**config.mk**
```make
export PLATFORM = sky130hd
export DESIGN_NAME = tt_um_iterative_unrotator
export DESIGN_NICKNAME = d
export VERILOG_FILES = /design/src/rtl/tt_um_iterative_unrotator.sv
export SDC_FILE = /design/constraint.sdc
export NUM_CORES = 1
export LEC_CHECK = 0
export CAP_MARGIN = 0
export CORE_AREA = 2 2 39 41
export DETAILED_ROUTE_END_ITERATION = 16
export DIE_AREA = 0 0 41 43
export DONT_BUFFER_PORTS = 1
export HOLD_SLACK_MARGIN = 0.02
export PLACE_DENSITY = 0.7
export SLEW_MARGIN = 25
export SYNTH_ARGS = -nofsm -noshare
export SYNTH_HDL_FRONTEND = slang
export SYNTH_SLANG_ARGS = --single-unit
```
**constraint.sdc**
```tcl
create_clock -name clk -period 3.2 [get_ports clk]
set_input_delay 0.64 -clock clk [delete_from_list [all_inputs] [get_ports clk]]
set_output_delay 0.64 -clock clk [all_outputs]
set_load 0.02 [all_outputs]
```
**src/rtl/tt_um_iterative_unrotator.sv**
```systemverilog
// Iterative inverse of the barrel-shifter tile: restores a rotated word one bit per clock.
// Uses the Tiny Tapeout pin frame and a start/busy/done handshake.
module tt_um_iterative_unrotator #(
  parameter int unsigned WIDTH = 4,
  parameter int unsigned AMT_W = 2
) (
  input  logic       clk,
  input  logic       rst_n,
  input  logic       ena,
  input  logic [7:0] ui_in,
  output logic [7:0] uo_out,
  input  logic [7:0] uio_in,
  output logic [7:0] uio_out,
  output logic [7:0] uio_oe
);

  typedef enum logic [1:0] {
    IDLE = 2'd0,
    RUN  = 2'd1,
    DONE = 2'd2
  } state_t;

  state_t             state, state_n;
  logic [WIDTH-1:0]   data_r, data_n;
  logic [AMT_W-1:0]   cnt, cnt_n;
  logic               dir_r, dir_n;
  logic               start_q;

  logic [WIDTH-1:0]   in_data;
  logic [AMT_W-1:0]   in_amt;
  logic               in_dir;
  logic               start;
  logic               start_rise;
  logic               busy;
  logic               done;
  logic               _unused;

  assign in_data    = ui_in[WIDTH-1:0];
  assign in_amt     = ui_in[WIDTH+AMT_W-1:WIDTH];
  assign in_dir     = ui_in[WIDTH+AMT_W];
  assign start      = ui_in[7];
  assign start_rise = start & ~start_q;

  always_ff @(posedge clk or negedge rst_n) begin
    if (!rst_n) begin
      state <= IDLE;
    end else if (ena) begin
      state <= state_n;
    end
  end

  always_ff @(posedge clk or negedge rst_n) begin
    if (!rst_n) begin
      data_r  <= '0;
      cnt     <= '0;
      dir_r   <= 1'b0;
      start_q <= 1'b0;
    end else if (ena) begin
      data_r  <= data_n;
      cnt     <= cnt_n;
      dir_r   <= dir_n;
      start_q <= start;
    end
  end

  always_comb begin
    state_n = state;
    data_n  = data_r;
    cnt_n   = cnt;
    dir_n   = dir_r;
    case (state)
      IDLE, DONE: begin
        if (start_rise) begin
          data_n  = in_data;
          cnt_n   = in_amt;
          dir_n   = in_dir;
          state_n = (in_amt == '0) ? DONE : RUN;
        end
      end
      RUN: begin
        // A word that was rotated left is undone by rotating right, and vice versa.
        data_n = dir_r ? {data_r[0], data_r[WIDTH-1:1]}
                       : {data_r[WIDTH-2:0], data_r[WIDTH-1]};
        cnt_n  = cnt - AMT_W'(1);
        if (cnt == AMT_W'(1)) begin
          state_n = DONE;
        end
      end
      default: state_n = IDLE;
    endcase
  end

  assign busy    = (state == RUN);
  assign done    = (state == DONE);
  assign uo_out  = {cnt, done, busy, data_r};
  assign uio_out = '0;
  assign uio_oe  = '0;
  assign _unused = &{1'b0, uio_in};

endmodule

```
Run 1, floorplan with the power grid:
The bar under the picture is 10 um long. Pins as bars on the die edge.
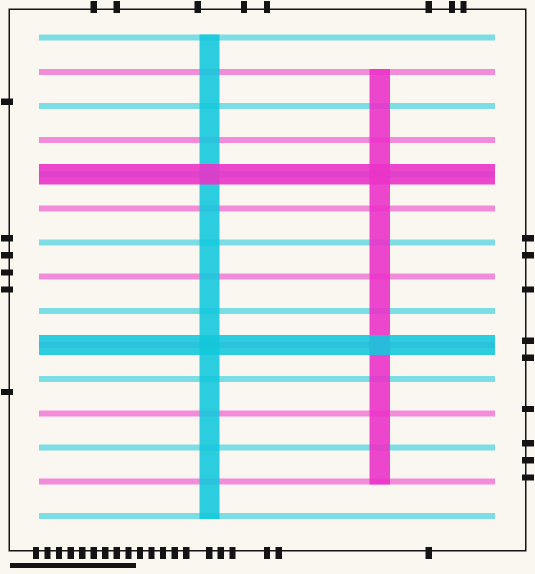
- magenta: VDD
- cyan: VSS
- signal pins: 43
- met1 rails: 15
- met4 straps: 2
- rows: 14
- met5 straps: 2
Core Box Area: 0.00138 mm2
VDD IR max: 0.500 mV
Die Y: 43 um

Run 1, the metal 3 layer:
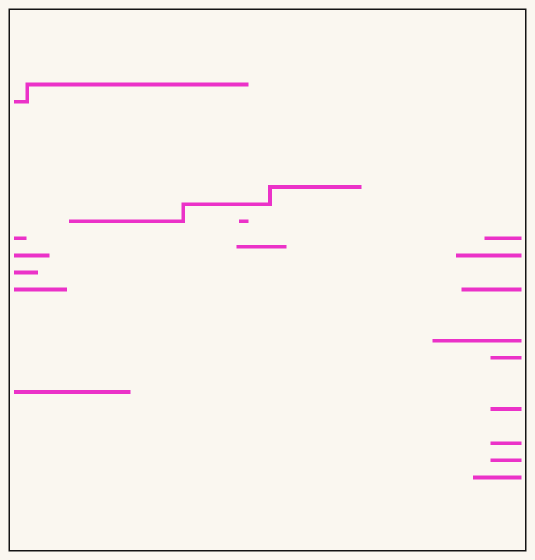
- wire length on this layer: 98.3 um
- longest straight run: 17.5 um
- nets with wire on the layer: 17
- main direction: horizontal
DR vias: 470
M3 GR Usage: 0.115

Run 1, clock wiring as the flow saved it:
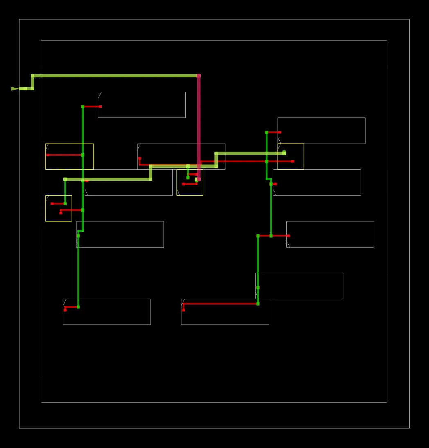
# clock sinks: 10
total CTS buffers: 3
clkbuf count: 4
Clk power: 115 uW

## run 1: cells in the final DEF (no fill, tap or decap), types with 2 or more instances in the layout
master | Yosys | final
mux2i_1 | 4 | 4
nand4bb_1 | 2 | 2
nand2_1 | 6 | 6
inv_1 | 2 | 2
nor2_1 | 5 | 5
a221o_1 | 4 | 4
nor2b_1 | 2 | 2
clkbuf_4 | 0 | 3
conb_1 | 1 | 16
dfrtp_1 | 10 | 10
o21ai_0 | 5 | 5
## run 1: per-stage QoR
| step | cells | utilization |
|---|---|---|
| after floorplan | 90 | - |
| after global placement | 85 | 0.466 |
| after detailed placement | 85 | 0.466 |
| after CTS | 89 | 0.492 |
| after global routing | 89 | 0.492 |
| final | 89 | 0.492 |
## run 1: cell type report
class / instances / area (um2)
clock buffers: 4 / 36.3
fillers: 137 / 703
inverters: 2 / 7.51
multi-input cells: 57 / 367
flip-flops and latches: 10 / 250
well taps: 16 / 20.0
## run 1: where the power goes
part           switching [uW]  internal [uW]
Clock                    45.6           69.1
Combinational             104            103
Sequential                126            179
Total                     275            352
## run 1: kinds of logic after synthesis
group                    share of synthesized area
AND-OR/OR-AND                                0.150
buffers and inverters                        0.228
other                                      0.00517
adder cells (fa/ha/maj)                     0.0172
AND/OR/NAND/NOR                              0.184
flip-flops                                   0.345
multiplexers                                0.0707
## run 1: final timing paths
kind	from	end	slack, ps
setup / recovery	state[1]	uo_out[5]	1410
hold / removal	rst_n	dir_r	50
setup reg to reg	state[0]	data_r[3]	1810
hold reg to reg	start_q	start_q	570
max in group asynchronous	rst_n	data_r[1]	3070
min in group clk	ui_in[6]	dir_r	470
## run 1: registers in the layout (all words and copies together), names as in the netlist
name,cells
start_q,1
dir_r,1
cnt,2
state,2
data_r,4
==> results_dict.tcl, run 1 <==
# flow metrics
set metrics [dict create \
    critPathMaxStageDelay_ps 480 \
    ys.flop_type "dfrtp_1" \
    post-synth-top-count-cell "buf_4" \
    grt_max_degree 12 \
    h-tree-depth 1 \
    cp_cell_sequence "nor2b_1" \
    min_path_type "in2async" \
    met3_length_um 98 \
    rsz0062_at_grt "false" \
    clkSlewWorstSetupHoldPaths_ps 70 \
    cts-hold-fix-buffers 0 \
    startpoint_type "flip-flop" \
    synth_flops 10 \
    cp.required_ps 2560 \
    wl_per_cell_um 13.5 \
    reg2reg_depth 3 \
    antenna_found_initial 0 \
    die_w_um 41 \
    fin_nets 94 \
    area_leaders "dfrtp_1 (34%), buf_4 (20%), a221o_1 (5.5%)" \
    path_buffers 0 \
    avgViaCountPerCell 5.28 \
    leakage_uw 0.000324 \
    n_antenna_cell 0 \
    wl_mm 1.20 \
    top_cells_by_count "buf_4 (19), dfrtp_1 (10), nand2_1 (6)" \
    grt_use_met1 0.218 \
    dr.max_layer_used "met4" \
    grt_pass1_wl_mm 2.08 \
    setup_viol 0 \
    min_period_ps 1790 \
    fp_util 0.524 \
    cpLargestDelayFamily "flip-flops" \
    pre_cts_slack_ps 1710 \
    tns_ps 0 \
    max_cap_violations 0 \
    wl_met2_um 594 \
    yosys_warnings 0 \
    fmax_mhz 560 \
    finalHoldViolations 0 \
    final.setup.worst_slack_ps 1410 \
    fin_skew_ps 9.22 \
    synth_area_per_cell_um2 9.68 \
    track_usage 0.179 \
    outcome "completed" \
    postRouteAntennaNets 0 \
    layout-drive-gt1-share 0.110 \
    fin_hold_ws_ps 54.8 \
    die_area_mm2 0.00176 \
    cts_setup_buffers 0 \
    timing.critical_path.slowest_stage_cell "dfrtp_1" \
    cts.path.max_buffers 2 \
    root_buffer "clkbuf_4" \
    port-buffer-count 0 \
    async_flop_share 1.00 \
    dr.pass1.iters 4 \
    postSynthSeqShare 0.345 \
    drc 0 \
    yosys-stat-area_um2 726 \
    top_usage_layer "met2" \
    total_power_uw 627 \
    edf_count 0 \
    gp_congestion 0.710 \
    cp-end-kind "primary output" \
    worstSkewPairLatency_ps 270 \
    yosys_cells 75 \
    first_iter_violations 7 \
    syn_to_final_growth_pct -6.21 \
    power_density_mw_per_mm2 921 \
    grt_pass1_vias 431 \
    cts_resized 0 \
    cts_tree "yes" \
    wl_met1_um 500 \
    slew_viol_final 0 \
    dpl_cell_area_um2 644 \
    dpl.hpwl_um 909 \
    crit_fanout 7 \
    synth_top_cell_by_area "dfrtp_1" \
    path_class "reg2out" \
    cp_num_cells 1 \
    synth_top_area_share 0.345 \
    warnings 34 \
    rows 14 \
    grt.overflow.total 0 \
    netlist-cell-type-count 26 \
    worstPathArrival_ps 1150 \
]
## Run 2: what changed since run 1
Settings changed: CORE_AREA 2 2 39 41 to unset, CORE_UTILIZATION set to 53, DIE_AREA 0 0 41 43 to unset, PLACE_DENSITY 0.7 to 0.71.
Clock period 3.2 ns to 1.5 ns, I/O delays scaled along.
Run 2, M2 wires:
The bar under the picture is 10 um long.
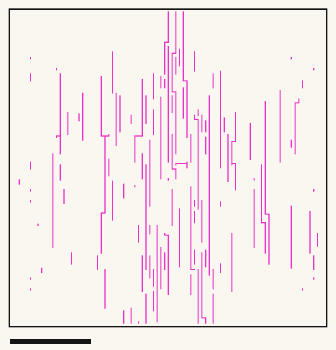
- wire length on this layer: 498 um
- main direction: vertical
- share of all routed wire: 43%
- nets with wire on the layer: 73
- longest straight run: 22.1 um
met2 usage in global routing: 0.279
Detailed Route WL: 1.17 mm
DR vias: 489

==> run 2 against run 1 <==
  * Count of clock-buffer cells in the layout decreased by 1
  * Clock skew is 1.3 ps higher
  * Flip-flop count is the same
  * Critical path type unchanged
==> results_dict.tcl, run 2 <==
# flow metrics
set metrics [dict create \
    outcome "completed" \
    finalHoldViolations 0 \
    lay_top_count "conb_1" \
    postRouteAntennaNets 0 \
    seq_area_um2 250 \
    fp_util 0.612 \
    reg2reg_depth 3 \
    tns_ps 0 \
    top_regs "data_r (4), cnt (2), state (2)" \
    fillers 110 \
    cts_tree "yes" \
    grt_max_degree 12 \
    edf_count 0 \
    ys_sh_mux 0.0707 \
    slew_viol_final 0 \
    die_area_mm2 0.00152 \
    drc 0 \
    regMostFlops "data_r" \
    grt.overflow.total 0 \
    wl_per_cell_um 13.0 \
    fin_hold_ws_ps 146 \
    cp_cell_sequence "nor2b_2" \
    grt_pass1_wl_mm 1.87 \
    numCtsBuffers 3 \
    cp.required_ps 1200 \
    yosys_warnings 0 \
    grt_pass1_vias 419 \
    dr.pass1.iters 3 \
    root_buffer "clkbuf_4" \
    fmax_mhz 742 \
    track_usage 0.190 \
    n_antenna_cell 0 \
    netlist-cell-type-count 26 \
    synthAdderAreaFrac 0.0172 \
    synthTopLogicFamily "buffers and inverters" \
    synth_area_per_cell_um2 9.68 \
    synth_top_cell_by_area "dfrtp_1" \
    synth_flops 10 \
    min_period_ps 1350 \
    ys_sh_simple 0.184 \
    post-synth-top-count-cell "buf_4" \
    cts.path.max_buffers 2 \
    min_path_type "in2reg" \
    logic_area_um2 369 \
    path_buffers 0 \
    startpoint_type "flip-flop" \
    top_cells_by_count "buf_4 (19), dfrtp_1 (10), nand2_1 (6)" \
    timing.critical_path.slowest_stage_cell "dfrtp_1" \
    syn_to_final_growth_pct -3.62 \
    first_iter_violations 7 \
    r2r_start "state[0]" \
    cp-end-kind "primary output" \
    core_mm2 0.00119 \
    async_flop_share 1.00 \
    placedCellCount 86 \
    crit_fanout 7 \
    final_cells 90 \
    worstPathArrival_ps 1050 \
    power_density_mw_per_mm2 1920 \
    port-buffer-count 0 \
    worstSkewPairLatency_ps 260 \
    leakage_uw 0.000336 \
    cp_num_cells 1 \
    die_w_um 39.0 \
]
-- run 2: cell families (layout without fill, tap and decap cells) --
group                      Yosys count  after routing
buffers and inverters               23              9
and+or+nand+nor                     21             21
AOI/OAI and AO/OA                   14             14
DFF                                 10             10
muxes                                5              5
adders and majority gates            1              1
other                                1             16
-- run 2: per-stage QoR --
| stage | util | setup slack [ps] | power [uW] |
|---|---|---|---|
| finish | 0.590 | 152 | 1340 |
| global route | 0.590 | 64.1 | 1450 |
| CTS | 0.588 | 54.3 | 1350 |
| detailed placement | 0.560 | 191 | 1160 |
| global placement | 0.560 | 215 | 1140 |
| floorplan | - | 226 | 1110 |
-- run 2: timing repair --
item,CTS,global route
setup buffers,0,0
hold endpoints to repair,10,0
endpoints found under the setup margin,0,1
resized,0,1
hold buffers,1,0
-- run 2: cell type report --
class,count,area share
clock buffers,3,0.0322
inverters,2,0.0107
multi-input cells,57,0.528
well taps,14,0.0250
repair buffers,4,0.0465
flip-flops and latches,10,0.358
-- run 2: where the power goes --
group          internal, uW  switching (uW)
clock                  92.0            80.8
sequential              384             198
combinational           275             312
total                   752             591
-- run 2: worst min path at each step --
stage,depth (start not counted),slack [ps],to,from
floorplan,0,4,cnt[0],rst_n
global placement,0,5,data_r[0],rst_n
detailed placement,0,5,data_r[0],rst_n
CTS,2,140,dir_r,ui_in[6]
global route,2,140,dir_r,ui_in[6]
finish,2,150,dir_r,ui_in[6]
-- run 2: routing by layer --
layer / vias up / part of all wire / global-route usage / wire length (um)
li1: 234 / - / - / -
met1: 226 / 0.47 / 0.220 / 553
met2: 29 / 0.43 / 0.279 / 498
met3: 0 / 0.10 / 0.133 / 117
met4: 0 / 0 / 0.0517 / 0
met5: - / 0 / 0 / 0
## Run 3: what changed since run 2
Settings changed: CELL_PAD_IN_SITES_DETAIL_PLACEMENT set to 2, CELL_PAD_IN_SITES_GLOBAL_PLACEMENT set to 2, CORE_ASPECT_RATIO set to 1.5, CORE_UTILIZATION 53 to 29, PLACE_DENSITY 0.71 to unset, PLACE_DENSITY_LB_ADDON set to 0.1.
Run 3, metal layers overlaid:
The bar under the picture is 10 um long. Two of the layers only.
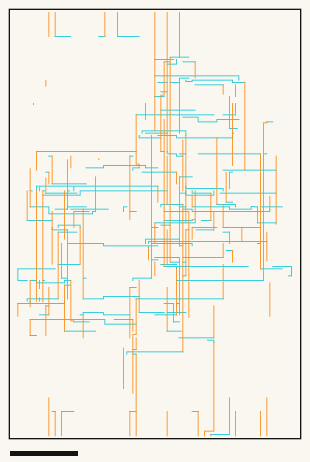
- orange: M2 (wire length 717 um)
- cyan: M1 (wire length 573 um)
Wirelength per Cell: 14.3 um
GRT Util Overall: 0.113
Detailed Route WL: 1.42 mm

==> run 3 against run 2 <==
  * Clock skew shrank 4.6 ps
  * Synthesized cell count did not move
  * Flip-flop count unchanged
  * Utilization fell by 28 points
  * Hold slack got worse by 2.9 ps
  * Sequential power hardly changed
  * Fmax is 1.7% lower
  * Synthesized area unchanged
  * Global-route usage is 7.7 points lower
  * First-iteration DRC count shrank 43%
  * Worst setup slack lost 24 ps
  * Largest cell class unchanged
==> results_dict.tcl, run 3 <==
# flow metrics
set metrics [dict create \
    p_sw_frac 0.444 \
    ios 43 \
    port-buffer-count 0 \
    design_area_um2 711 \
    warnings 34 \
    syn_to_final_growth_pct -2.07 \
    synth_top_cell_by_area "dfrtp_1" \
    lay_top_count "conb_1" \
    post-route-period-util 0.914 \
    p_comb_frac 0.439 \
    worstSkewPairLatency_ps 260 \
    cts_setup_buffers 0 \
    p_seq_uw 579 \
    syn_inst 75 \
    netlist-cell-type-count 26 \
    edf_count 0 \
    layout.cells.most_common_list "conb_1 (16), dfrtp_1 (10), nand2_1 (6)" \
    top_cells_by_count "buf_4 (19), dfrtp_1 (10), nand2_1 (6)" \
    drc 0 \
    first_iter_violations 4 \
    core_mm2 0.00229 \
    async_flop_share 1.00 \
    worstPathArrival_ps 1070 \
    grt.overflow.total 0 \
    synth_area_per_cell_um2 9.68 \
    power_density_mw_per_mm2 1900 \
    n_antenna_cell 0 \
    fin_nets 98 \
    fp.dieH_um 63.3 \
    leakage_uw 0.000336 \
    max_cap_violations 0 \
    pre_cts_slack_ps 183 \
    outcome "completed" \
    cts.path.max_buffers 2 \
    total_power_uw 1350 \
    fin_util 0.311 \
    dpl.hpwl_mm 1.13 \
    h-tree-depth 1 \
    clock_power_uw 178 \
    grt_pass1_wl_mm 2.21 \
    seqPwrFrac 0.429 \
    power_frac_clock 0.132 \
    yosys-stat-area_um2 726 \
    largest_register_ffs 4 \
    cp.required_ps 1200 \
    yosys_warnings 0 \
    p_sw_uw 599 \
    synth_top_area_share 0.345 \
    synth_flops 10 \
    grt_max_degree 12 \
    finalHoldViolations 0 \
    grt_pass1_vias 506 \
    vias 489 \
    dpl_cell_area_um2 676 \
    maxPowerGroup "combinational logic" \
    die_area_mm2 0.00271 \
    die_w_um 42.8 \
    cts_tree "yes" \
    postRouteAntennaNets 0 \
    fp_util 0.317 \
    numCtsBuffers 3 \
    fmax_mhz 729 \
    crit_fanout 8 \
    internal_power_uw 750 \
    top_regs "data_r (4), cnt (2), state (2)" \
    comb-power_uw 592 \
    avgViaCountPerCell 4.94 \
    cp-end-kind "primary output" \
    clkSlewWorstSetupHoldPaths_ps 60 \
    min_period_ps 1370 \
    post-synth-top-count-cell "buf_4" \
    slew_viol_final 0 \
    regMostFlops "data_r" \
    min_path_type "in2reg" \
    root_buffer "clkbuf_4" \
    tns_ps 0 \
    antenna_found_initial 0 \
    final.setup.worst_slack_ps 129 \
    cts_sinks 10 \
    dr.pass1.iters 3 \
    startpoint_type "flip-flop" \
]
[run 3: path summary, 6_finish.rpt]
path / startpoint / cells past startpoint / endpoint / slack, ps
worst max-delay path: state[0] / 2 / uo_out[5] / 130
worst min-delay path: ui_in[6] / 2 / dir_r / 140
worst max register to register: start_q / 3 / data_r[0] / 180
worst min register to register: cnt[1] / 2 / cnt[1] / 550
max in group asynchronous: rst_n / 1 / data_r[0] / 750
min in group asynchronous: rst_n / 1 / state[0] / 430
[run 3: layer usage]
layer / GRT usage / wire [um]
met5: 0 / 0
met4: 0.0820 / 30
met3: 0.0344 / 95
met2: 0.180 / 717
met1: 0.121 / 572
[run 3: metrics by stage]
step / hold WS [ps] / cells
4_1_cts: 132 / 99
2_1_floorplan: 4.41 / 90
3_5_place_dp: 4.71 / 95
3_3_place_gp: 4.69 / 95
6_report: 143 / 99
5_1_grt: 140 / 99
[run 3: final cells by class]
type / count / area (um2)
inverter: 2 / 7.51
timing repair buffer: 4 / 32.5
sequential: 10 / 250
tap: 23 / 28.8
clock buffer: 3 / 22.5
fill: 266 / 1580
multi-input combinational: 57 / 369
[run 3: cell families (layout without fill, tap and decap cells)]
kind of cell | count (synthesis) | count (layout) | share of synthesized area
flops | 10 | 10 | 0.345
mux | 5 | 5 | 0.0707
fa+ha+maj | 1 | 1 | 0.0172
other cells | 1 | 16 | 0.00517
simple gates | 21 | 21 | 0.184
compound gates | 14 | 14 | 0.150
buf+inv | 23 | 9 | 0.228
[run 3: repair_timing]
action                                  CTS  global route
endpoints found under the setup margin    1             0
hold endpoints to repair                 10             0
gates resized                             1             0
hold buffers                              1             0
[run 3: critical path, stage by stage (launching register included)]
cell and delay (ps):
dfrtp_1 400, buf_4 170, nor2b_2 230
Power and IR drop assume default switching activity.
